==> run_1/metal_stack.png <==
Drawn at 6 px/um. Only two layers are drawn.
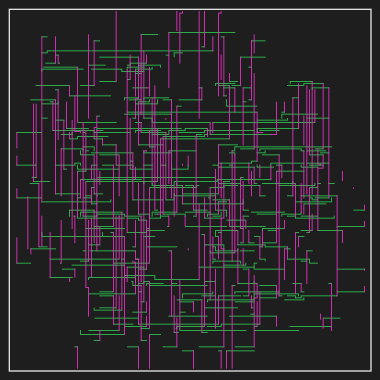
==> run_1/zoom.png <==
Window x 10 to 50, y 10 to 50 um. Cells in grey, sequential cells in the stronger grey; small squares are vias.
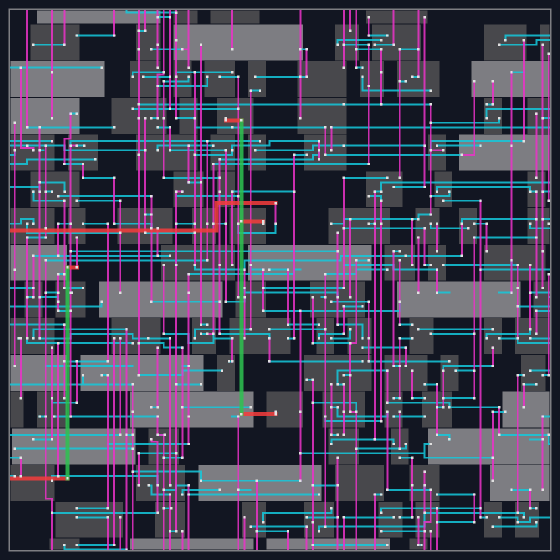
==> run_1/pins.png <==
Drawn at 8 px/um. Pins as bars across the die edge, other pins in grey.
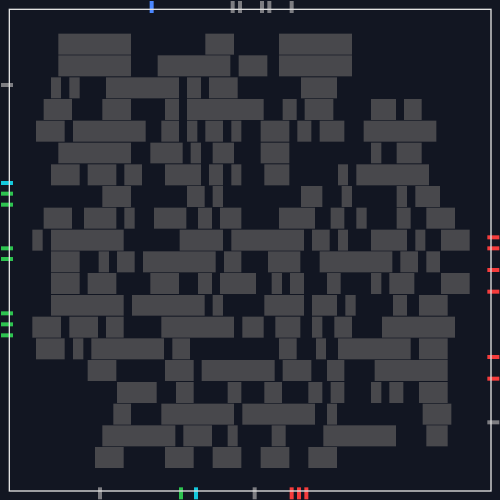
--- src/rtl/symbol_write_control_pkg.sv ---
// Shared definitions for the symbol FIFO write side and its read-side counterparts:
// controller state encoding and symbols-per-byte derivation.
package symbol_write_control_pkg;

  typedef enum logic [1:0] {
    ST_IDLE  = 2'd0,
    ST_SHIFT = 2'd1,
    ST_STOP  = 2'd2
  } fifo_state_e;

  function automatic int calc_nsym(input int in_w, input int sym_w);
    return in_w / sym_w;
  endfunction

  function automatic int cnt_width(input int n);
    return (n > 1) ? $clog2(n) : 1;
  endfunction

endpackage

--- src/rtl/symbol_write_control_edge_strobe.sv ---
// Samples a slow clock-like input once in the fast domain and emits a
// one-cycle pulse for every 0->1 transition seen.
module edge_strobe (
  input  logic clk,
  input  logic rst_n,
  input  logic i_sig,
  output logic o_pulse
);

  logic level_q, level_d;
  logic pulse_q, pulse_d;

  always_comb begin
    level_d = i_sig;
    pulse_d = i_sig & ~level_q;
  end

  always_ff @(posedge clk or negedge rst_n) begin
    if (!rst_n) begin
      level_q <= 1'b0;
      pulse_q <= 1'b0;
    end else begin
      level_q <= level_d;
      pulse_q <= pulse_d;
    end
  end

  assign o_pulse = pulse_q;

endmodule

--- src/rtl/symbol_write_control.sv ---
// Splits slow-clocked input bytes into SYM_W-bit symbols and writes them to a
// symbol RAM, MSB symbol first, with stop-at-full or circular addressing.
module symbol_write_control
  import symbol_write_control_pkg::*;
#(
  parameter int IN_W      = 8,
  parameter int SYM_W     = 2,
  parameter int DEPTH     = 288,
  parameter int ADDR_W    = 9,
  parameter int WRAP_MODE = 0
) (
  input  logic              i_clock,
  input  logic              i_reset_n,
  input  logic              i_clock_data,
  input  logic [IN_W-1:0]   i_data_in,
  input  logic              i_restart,
  output logic [SYM_W-1:0]  o_data_write,
  output logic [ADDR_W-1:0] o_addr_write,
  output logic              o_enab_write,
  output logic              o_data_empt,
  output logic              o_data_full,
  output logic              o_overrun,
  output logic [1:0]        o_dbg_state
);

  localparam int NSYM  = calc_nsym(IN_W, SYM_W);
  localparam int CNT_W = cnt_width(NSYM);
  localparam logic [ADDR_W-1:0] LAST_ADDR = ADDR_W'(DEPTH - 1);
  localparam logic [CNT_W-1:0]  LAST_SYM  = CNT_W'(NSYM - 1);

  logic dv;

  edge_strobe u_edge (
    .clk    (i_clock),
    .rst_n  (i_reset_n),
    .i_sig  (i_clock_data),
    .o_pulse(dv)
  );

  fifo_state_e       state_q, state_d;
  logic [CNT_W-1:0]  cnt_q, cnt_d;
  logic [IN_W-1:0]   shift_q, shift_d;
  logic [SYM_W-1:0]  data_q, data_d;
  logic [ADDR_W-1:0] addr_q, addr_d;
  logic              enab_q, enab_d;
  logic              empt_q, empt_d;
  logic              full_q, full_d;
  logic              ovr_q, ovr_d;

  logic [IN_W-1:0]   shifted;
  logic [ADDR_W-1:0] addr_inc;
  logic              last_sym;
  logic              at_last;
  logic              accept;

  always_comb begin
    state_d  = state_q;
    cnt_d    = cnt_q;
    shift_d  = shift_q;
    data_d   = data_q;
    addr_d   = addr_q;
    enab_d   = 1'b0;
    empt_d   = empt_q;
    ovr_d    = 1'b0;
    accept   = 1'b0;
    shifted  = shift_q << SYM_W;
    last_sym = (cnt_q == LAST_SYM);
    at_last  = (addr_q == LAST_ADDR);
    addr_inc = at_last ? '0 : addr_q + 1'b1;

    if (i_restart) begin
      state_d = ST_IDLE;
      cnt_d   = '0;
      addr_d  = '0;
      empt_d  = 1'b1;
    end else begin
      unique case (state_q)
        ST_IDLE: accept = dv;
        ST_SHIFT: begin
          // A write is in flight this cycle; advance past it.
          addr_d = addr_inc;
          if (at_last && (WRAP_MODE == 0)) begin
            state_d = ST_STOP;
          end else if (last_sym) begin
            if (dv) accept = 1'b1;
            else    state_d = ST_IDLE;
          end else begin
            cnt_d   = cnt_q + 1'b1;
            shift_d = shifted;
            data_d  = shifted[IN_W-1 -: SYM_W];
            enab_d  = 1'b1;
            ovr_d   = dv;
          end
        end
        ST_STOP: ;
        default: state_d = ST_IDLE;
      endcase
    end

    if (accept) begin
      state_d = ST_SHIFT;
      cnt_d   = '0;
      shift_d = i_data_in;
      data_d  = i_data_in[IN_W-1 -: SYM_W];
      enab_d  = 1'b1;
      empt_d  = 1'b0;
    end

    // Stop mode holds full as a level; wrap mode flags the last-address write.
    full_d = (WRAP_MODE != 0) ? (enab_d && (addr_d == LAST_ADDR)) : (state_d == ST_STOP);
  end

  always_ff @(posedge i_clock or negedge i_reset_n) begin
    if (!i_reset_n) begin
      state_q <= ST_IDLE;
      cnt_q   <= '0;
      shift_q <= '0;
      data_q  <= '0;
      addr_q  <= '0;
      enab_q  <= 1'b0;
      empt_q  <= 1'b1;
      full_q  <= 1'b0;
      ovr_q   <= 1'b0;
    end else begin
      state_q <= state_d;
      cnt_q   <= cnt_d;
      shift_q <= shift_d;
      data_q  <= data_d;
      addr_q  <= addr_d;
      enab_q  <= enab_d;
      empt_q  <= empt_d;
      full_q  <= full_d;
      ovr_q   <= ovr_d;
    end
  end

  assign o_data_write = data_q;
  assign o_addr_write = addr_q;
  assign o_enab_write = enab_q;
  assign o_data_empt  = empt_q;
  assign o_data_full  = full_q;
  assign o_overrun    = ovr_q;
  assign o_dbg_state  = state_q;

endmodule

--- config.mk ---
export PLATFORM = sky130hd
export DESIGN_NAME = symbol_write_control
export DESIGN_NICKNAME = d
export VERILOG_FILES = /design/src/rtl/symbol_write_control_pkg.sv /design/src/rtl/symbol_write_control_edge_strobe.sv /design/src/rtl/symbol_write_control.sv
export SDC_FILE = /design/constraint.sdc
export NUM_CORES = 1
export LEC_CHECK = 0
export CAP_MARGIN = 20
export CELL_PAD_IN_SITES_DETAIL_PLACEMENT = 1
export CELL_PAD_IN_SITES_GLOBAL_PLACEMENT = 1
export CORE_MARGIN = 2
export CORE_UTILIZATION = 41
export DETAILED_ROUTE_END_ITERATION = 6
export GPL_ROUTABILITY_DRIVEN = 0
export PLACE_DENSITY = 0.8
export SLEW_MARGIN = 20
export SYNTH_ARGS = -nofsm -noshare
export SYNTH_HDL_FRONTEND = slang
export SYNTH_HIERARCHICAL = 1
export SYNTH_SLANG_ARGS = --single-unit
--- constraint.sdc ---
create_clock -name i_clock -period 5.95 [get_ports i_clock]
set_input_delay 0.8925 -clock i_clock [delete_from_list [all_inputs] [get_ports i_clock]]
set_output_delay 0.8925 -clock i_clock [all_outputs]
set_load 0.01 [all_outputs]
==> results_dict.tcl, run 1 <==
# place-and-route summary
set metrics [dict create \
    setup_viol 0 \
    io_pins 29 \
    clkTransAtPathRegs_ps 150 \
    max_freq_mhz 414 \
    wl_um 3000 \
    viasPerCell 5.39 \
    cts_hold_buf 0 \
    worstPathArrival_ps 2630 \
    drc 0 \
    grt_pass1_wl_um 5090 \
    status "complete, no violations" \
    worstHoldStart "u_edge/level_q" \
    grt_usage_pct 19.2 \
    overflow 0 \
    finalPower_w 0.000350 \
    netlist_area_um2 1290 \
    ff2ff_setup_slack_ps 3780 \
    yosysTopAreaCellShare_pct 50.5 \
    crit_required_ps 6170 \
    endpoint_kind "flop" \
    vias 1046 \
    yosysWarnings 6 \
    syn_avg_cell_area_um2 10.8 \
    fp-utilization_pct 42.5 \
    dominantRegCellSynth "dfrtp_1" \
    min_period_ps 2410 \
    hp-class "flop to flop" \
    pre_cts_slack_ps 3180 \
    layout.nets 165 \
    dieWidth_um 60.0 \
    clock_sinks 27 \
    routedWlPerCell_um 15.4 \
    final_max_slew_viol_count 0 \
]
About metal_stack.png:
- green: met1 (wire length 1310 um)
- magenta: met2 (wire length 1550 um)

About zoom.png:
- green: met4
- red: met3
- cyan: met1
- magenta: met2
- netlist names of flops here include: `o_addr_write` (5), `shift_q` (4), `o_data_write` (2)
- cells with their middle in the window: 96
- most frequent: dfrtp_1 (12), nand2_1 (10)
- sequential cells in the window: 13

About pins.png:
- cyan: `o_data_write` (pins 2; direction output; edge 1 south, 1 west)
- blue: `o_enab_write` (pins 1; direction output; edge north)
- red: `o_addr_write` (pins 9; direction output; edge 6 east, 3 south)
- green: `i_data_in` (pins 8; direction input; edge 7 west, 1 south)
I/O Buffers: 28
DIE HEIGHT: 60.0 um

-- run 1: report_power, final --
part | switching [W] | leakage, nW | internal, W
Combinational | 0.0000269 | 0.338 | 0.0000329
Sequential | 0.0000108 | 0.357 | 0.000200
Clock | 0.0000535 | 0.0150 | 0.0000263
Total | 0.0000912 | 0.710 | 0.000259
-- run 1: final cells by class --
| cell class | instances | area (um2) |
|---|---|---|
| Fill cell | 336 | 1380 |
| Sequential cell | 27 | 677 |
| Multi-Input combinational cell | 81 | 568 |
| Timing Repair Buffer | 29 | 288 |
| Tap cell | 44 | 55.1 |
| Inverter | 9 | 33.8 |
| Clock buffer | 4 | 26.3 |
-- run 1: worst max path at each step --
| stage | from | end | slack [ps] |
|---|---|---|---|
| floorplan | o_addr_write[5] | shift_q[5] | 3970 |
| global placement | i_restart | shift_q[5] | 3250 |
| detailed placement | i_restart | shift_q[5] | 3180 |
| CTS | i_restart | shift_q[5] | 3540 |
| global route | i_restart | shift_q[5] | 3450 |
| finish | i_restart | shift_q[5] | 3540 |
-- run 1: kinds of logic (layout without fill, tap and decap cells) --
| family | Yosys count | in the layout | synth area share [%] |
|---|---|---|---|
| fa+ha+maj | 2 | 2 | 1.94 |
| xor+xnor | 4 | 4 | 2.72 |
| flops | 27 | 27 | 52.6 |
| compound gates | 28 | 28 | 17.2 |
| simple gates | 42 | 42 | 18.2 |
| mux | 5 | 5 | 4.08 |
| buf+inv | 11 | 42 | 3.30 |
-- run 1: routing by layer --
metal  track usage [%]  vias up
met5                 0        -
met4              7.30        0
met3              3.03        7
met2              32.6       21
met1              24.4      519
li1                  -      499
-- run 1: flip-flops by register name (all words and copies together) (netlist names) --
| register | cells |
|---|---|
| o_data_write | 2 |
| o_data_empt | 1 |
| o_dbg_state | 2 |
| u_edge/o_pulse | 1 |
| o_addr_write | 9 |
| o_overrun | 1 |
| u_edge/level_q | 1 |
| shift_q | 6 |
| cnt_q | 2 |
| o_enab_write | 1 |
| o_data_full | 1 |
-- run 1: critical path, cell delays in order --
cell and delay (ps):
clkdlybuf4s50_1 800, inv_1 180, o2111ai_2 130, mux2_1 340, mux2_1 280
-- run 1: cells in the final DEF (no fill, tap or decap), drive strengths merged, types with 2 or more instances in the layout --
cell type      netlist  layout
o21ai                6       6
dfrtp               26      26
nor3                 3       3
nand2b               3       3
inv                  9       9
a21oi                8       8
clkbuf               1       4
ha                   2       2
nor2                 6       6
mux2i                3       3
nand4                3       3
nor2b                2       2
clkdlybuf4s50        0      28
xor2                 3       3
or3                  2       2
nand2               11      11
a211oi               3       3
a221o                5       5
and3                 6       6
mux2                 2       2
nand3                2       2
-- run 1: stage by stage --
step	cell area [um2]	hold WS (ps)
6_report	1650	466
3_5_place_dp	1620	444
2_1_floorplan	1290	429
3_3_place_gp	1620	433
5_1_grt	1650	478
4_1_cts	1650	468
==> inputs of run 2 (changes only) <==
- CORE_UTILIZATION: 41 -> 38
- PLACE_DENSITY: 0.8 -> 0.75
- clock period: 5.95 -> 2.4 ns (I/O delays scaled with it)
==> run_2/final_placement.png <==
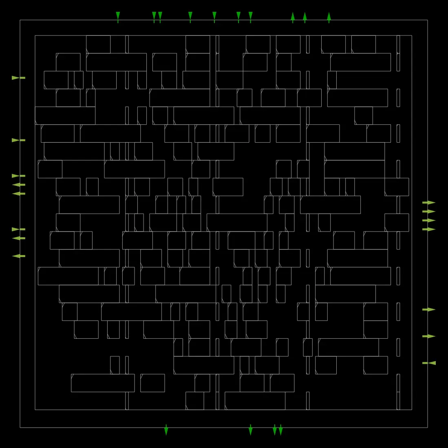
Well Taps: 46
Util after Layout: 51.0%

==> run 2 against run 1 <==
Against the previous run: wire length is 5.9% higher; sequential share of layout area is 0.64 points lower; highest routed layer unchanged; die area is 7.4% higher; power is 150% higher; largest cell class unchanged; count of clock-buffer cells in the layout is 1 lower; design area is 1.6% higher; critical endpoint unchanged; sequential power is 150% higher.
==> results_dict.tcl, run 2 <==
# place-and-route summary
set metrics [dict create \
    status "complete, no violations" \
    clock_sinks 27 \
    wl_um 3170 \
    grt_pass1_wl_um 5500 \
    fp-utilization_pct 39.2 \
    cts_hold_buf 0 \
    yosysTopAreaCellShare_pct 50.5 \
    final_max_slew_viol_count 0 \
    io_pins 29 \
    power_switching_w 0.000232 \
    swShare_pct 26.5 \
    logic_area_um2 568 \
    syn_avg_cell_area_um2 10.8 \
    setup_viol 0 \
    min_period_ps 2080 \
    netlist_area_um2 1290 \
    overflow 0 \
    clkTransAtPathRegs_ps 160 \
    hp-class "primary input to async pin" \
    ff_latch_area_um2 677 \
    routedWlPerCell_um 15.9 \
    dominantRegCellSynth "dfrtp_1" \
    grt_usage_pct 17.9 \
    clockPowerShare_pct 23.3 \
    yosysWarnings 6 \
    layout.nets 168 \
    finalPower_w 0.000875 \
    viasPerCell 5.34 \
    p_seq_share_pct 59.6 \
    port_buffers 28 \
    final_layout_top_logic_cells "clkdlybuf4s50_1, dfrtp_1, nand2_1" \
    max_freq_mhz 480 \
    drc 0 \
    crit_required_ps 2640 \
    worstPathArrival_ps 2330 \
    placed_area_um2 1650 \
    internal-power_w 0.000643 \
    vias 1062 \
]
==> run_2/pins.png <==
Drawn at 8 px/um. Pins as bars across the die edge, other pins in grey.
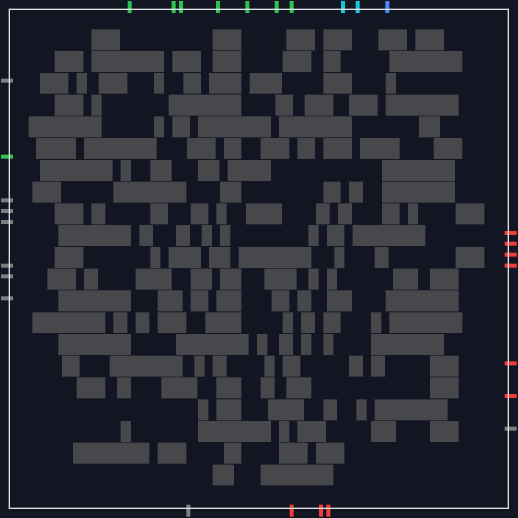
- red: `o_addr_write` (pins 9; direction output; edge 6 east, 3 south)
- blue: `o_enab_write` (pins 1; direction output; edge north)
- cyan: `o_data_write` (pins 2; direction output; edge north)
- green: `i_data_in` (pins 8; direction input; edge 7 north, 1 west)
- all pins by edge: 10 north, 8 west, 7 east, 4 south
DIE HEIGHT: 62.2 um
die width: 62.2 um

run 2: worst max-delay path, cell delays in order, from the launching register on:
cell and delay [ps]:
dfrtp_1 500, or4b_4 620, o2111ai_2 270, mux2_1 340, mux2_1 280
run 2: area by class of cell:
cell class	instances	area share [%]
tap	46	3.44
clock buffer	3	1.35
timing repair buffer	32	18.5
sequential	27	40.4
inverter	9	2.02
clock inverter	1	0.299
multi-input combinational	81	33.9
run 2: metal layers:
metal	up-vias	GRT usage [%]	part of all wire, %
met5	-	0	0
met4	0	6.67	1.4
met3	4	1.99	3.7
met2	21	30.2	51
met1	532	23.9	44
li1	505	-	-
run 2: power groups by stage:
| stage | clock network (W) | registers, W | logic, W |
|---|---|---|---|
| 6_report | 0.000204 | 0.000521 | 0.000149 |
| 3_5_place_dp | 0 | 0.000531 | 0.000152 |
| 2_1_floorplan | 0 | 0.000530 | 0.0000682 |
| 5_1_grt | 0.000227 | 0.000527 | 0.000164 |
| 4_1_cts | 0.000211 | 0.000522 | 0.000153 |
| 3_3_place_gp | 0 | 0.000529 | 0.000146 |
run 2: final timing paths:
kind                                 startpoint              end  slack, ps  cells after the start
worst max-delay path            o_addr_write[5]       shift_q[5]        320                      4
worst min-delay path                  i_reset_n   u_edge/o_pulse        370                      1
worst max register to register  o_addr_write[5]       shift_q[5]        320                      4
worst min register to register   u_edge/level_q   u_edge/o_pulse        460                      1
max in group asynchronous             i_reset_n  o_addr_write[5]       1390                      2
min in group i_clock             u_edge/level_q   u_edge/o_pulse        460                      1
run 2: logic make-up after synthesis:
family / count (synthesis) / share of synthesized area, %
and+or+nand+nor: 42 / 18.2
buffers and inverters: 11 / 3.30
xor gates and xnor gates: 4 / 2.72
AOI/OAI and AO/OA: 28 / 17.2
muxes: 5 / 4.08
DFF: 27 / 52.6
adders and majority gates: 2 / 1.94
run 2: through the flow:
step           std cells  worst slack (ps)  hold WS, ps
2_1_floorplan        119               419         64.4
3_3_place_gp         195               353          435
3_5_place_dp         195               314          442
4_1_cts              199               299          391
5_1_grt              199               201          406
6_report             199               318          372
==> inputs of run 3 (changes only) <==
- CTS_CLUSTER_DIAMETER: unset -> 200
==> run_3/final_placement.png <==
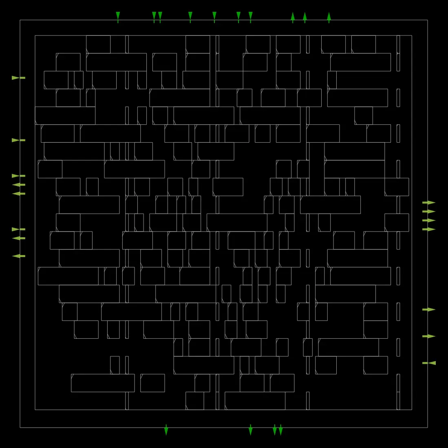
sequential cells: 27
Layout fillers: 373

==> run_3/pins.png <==
Drawn at 8 px/um. Pins as bars across the die edge, other pins in grey.
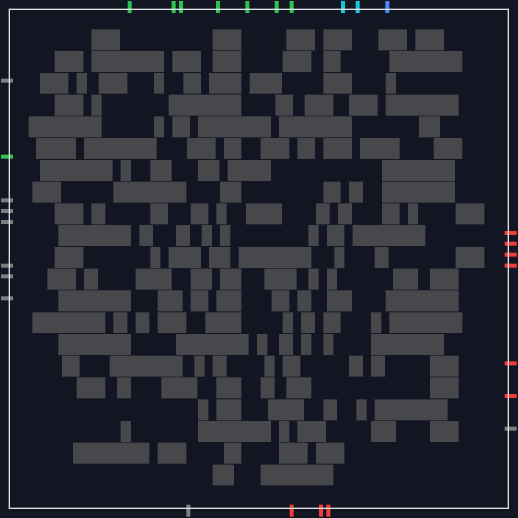
- green: `i_data_in` (pins 8; direction input; edge 7 north, 1 west)
- cyan: `o_data_write` (pins 2; direction output; edge north)
- blue: `o_enab_write` (pins 1; direction output; edge north)
- red: `o_addr_write` (pins 9; direction output; edge 6 east, 3 south)

==> run 3 against run 2 <==
Against the previous run: die area unchanged; count of clock-buffer cells in the layout unchanged; hold slack unchanged; maximum frequency unchanged; wire length unchanged; critical path depth unchanged; sequential power about the same; cell count unchanged; clock skew unchanged; register-to-register slack about the same; first-iteration DRC count unchanged; flip-flop count unchanged; largest cell class unchanged; largest power group unchanged.
==> results_dict.tcl, run 3 <==
# place-and-route summary
set metrics [dict create \
    worstPathArrival_ps 2330 \
    dominantRegCellSynth "dfrtp_1" \
    status "complete, no violations" \
    instances_no_fill 199 \
    port_buffers 28 \
    yosysTopAreaCellShare_pct 50.5 \
    yosysWarnings 6 \
    dp_cells 195 \
    dieWidth_um 62.2 \
    cts_hold_buf 0 \
    layout.nets 168 \
    hp-class "primary input to async pin" \
    drc 0 \
    clock_sinks 27 \
    crit_chain "or4b_4 > o2111ai_2 > mux2_1 > mux2_1" \
    worst_path_most_repeated_cell "mux2_1" \
    crit_family "multiplexers" \
    power_switching_w 0.000232 \
    vias 1062 \
    worst-path-buf-inv 0 \
    fp-utilization_pct 39.2 \
    min_period_ps 2080 \
    routedWlPerCell_um 15.9 \
    ff2ff_setup_slack_ps 320 \
    clockPowerShare_pct 23.3 \
    p_seq_share_pct 59.6 \
    syn_avg_cell_area_um2 10.8 \
    viasPerCell 5.34 \
    crit_required_ps 2640 \
    grt_usage_pct 17.9 \
    swShare_pct 26.5 \
    reg2reg_depth 4 \
    netlist_area_um2 1290 \
    max_freq_mhz 480 \
    r2r-start "o_addr_write[5]" \
    clkTransAtPathRegs_ps 160 \
    r2r-end "shift_q[5]" \
    hold_slack_ps 372 \
    crit_slowest_cell "or4b_4" \
]
-- run 3: power by group through the flow --
stage / Combinational [W] / Sequential [W] / Clock (W)
2_1_floorplan: 0.0000682 / 0.000530 / 0
3_3_place_gp: 0.000146 / 0.000529 / 0
3_5_place_dp: 0.000152 / 0.000531 / 0
4_1_cts: 0.000153 / 0.000522 / 0.000211
5_1_grt: 0.000164 / 0.000527 / 0.000227
6_report: 0.000149 / 0.000521 / 0.000204
-- run 3: worst max-delay path by stage --
stage | startpoint | to | cells past startpoint
2_1_floorplan | o_addr_write[5] | shift_q[5] | 4
3_3_place_gp | o_addr_write[5] | shift_q[5] | 4
3_5_place_dp | o_addr_write[5] | shift_q[5] | 4
4_1_cts | o_addr_write[5] | shift_q[5] | 4
5_1_grt | o_addr_write[0] | shift_q[2] | 5
6_report | o_addr_write[5] | shift_q[5] | 4
-- run 3: kinds of logic after synthesis --
| group | after synthesis | share of synthesized area [%] |
|---|---|---|
| buffers and inverters | 11 | 3.30 |
| DFF | 27 | 52.6 |
| muxes | 5 | 4.08 |
| and+or+nand+nor | 42 | 18.2 |
| AOI/OAI and AO/OA | 28 | 17.2 |
| xor gates and xnor gates | 4 | 2.72 |
| adders and majority gates | 2 | 1.94 |
-- run 3: area by class of cell --
type | instances | area (um2)
fill | 373 | 1610
sequential | 27 | 677
multi-input combinational | 81 | 568
timing repair buffer | 32 | 310
tap | 46 | 57.6
inverter | 9 | 33.8
clock buffer | 3 | 22.5
clock inverter | 1 | 5.00
-- run 3: metrics by stage --
step                      setup WS (ps)  util (%)  cell area, um2
after floorplan                     419         -            1290
final                               318      51.0            1670
after global placement              353      50.1            1650
after detailed placement            314      50.1            1650
after global routing                201      51.0            1670
after CTS                           299      51.0            1670
-- run 3: per-layer routing --
layer	up-vias	track usage [%]	wire [um]	share of wire, %
li1	505	-	-	-
met1	532	23.9	1400	44
met2	21	30.2	1610	51
met3	4	1.99	116	3.7
met4	0	6.67	45	1.4
met5	-	0	0	0
Power and IR drop assume default switching activity.
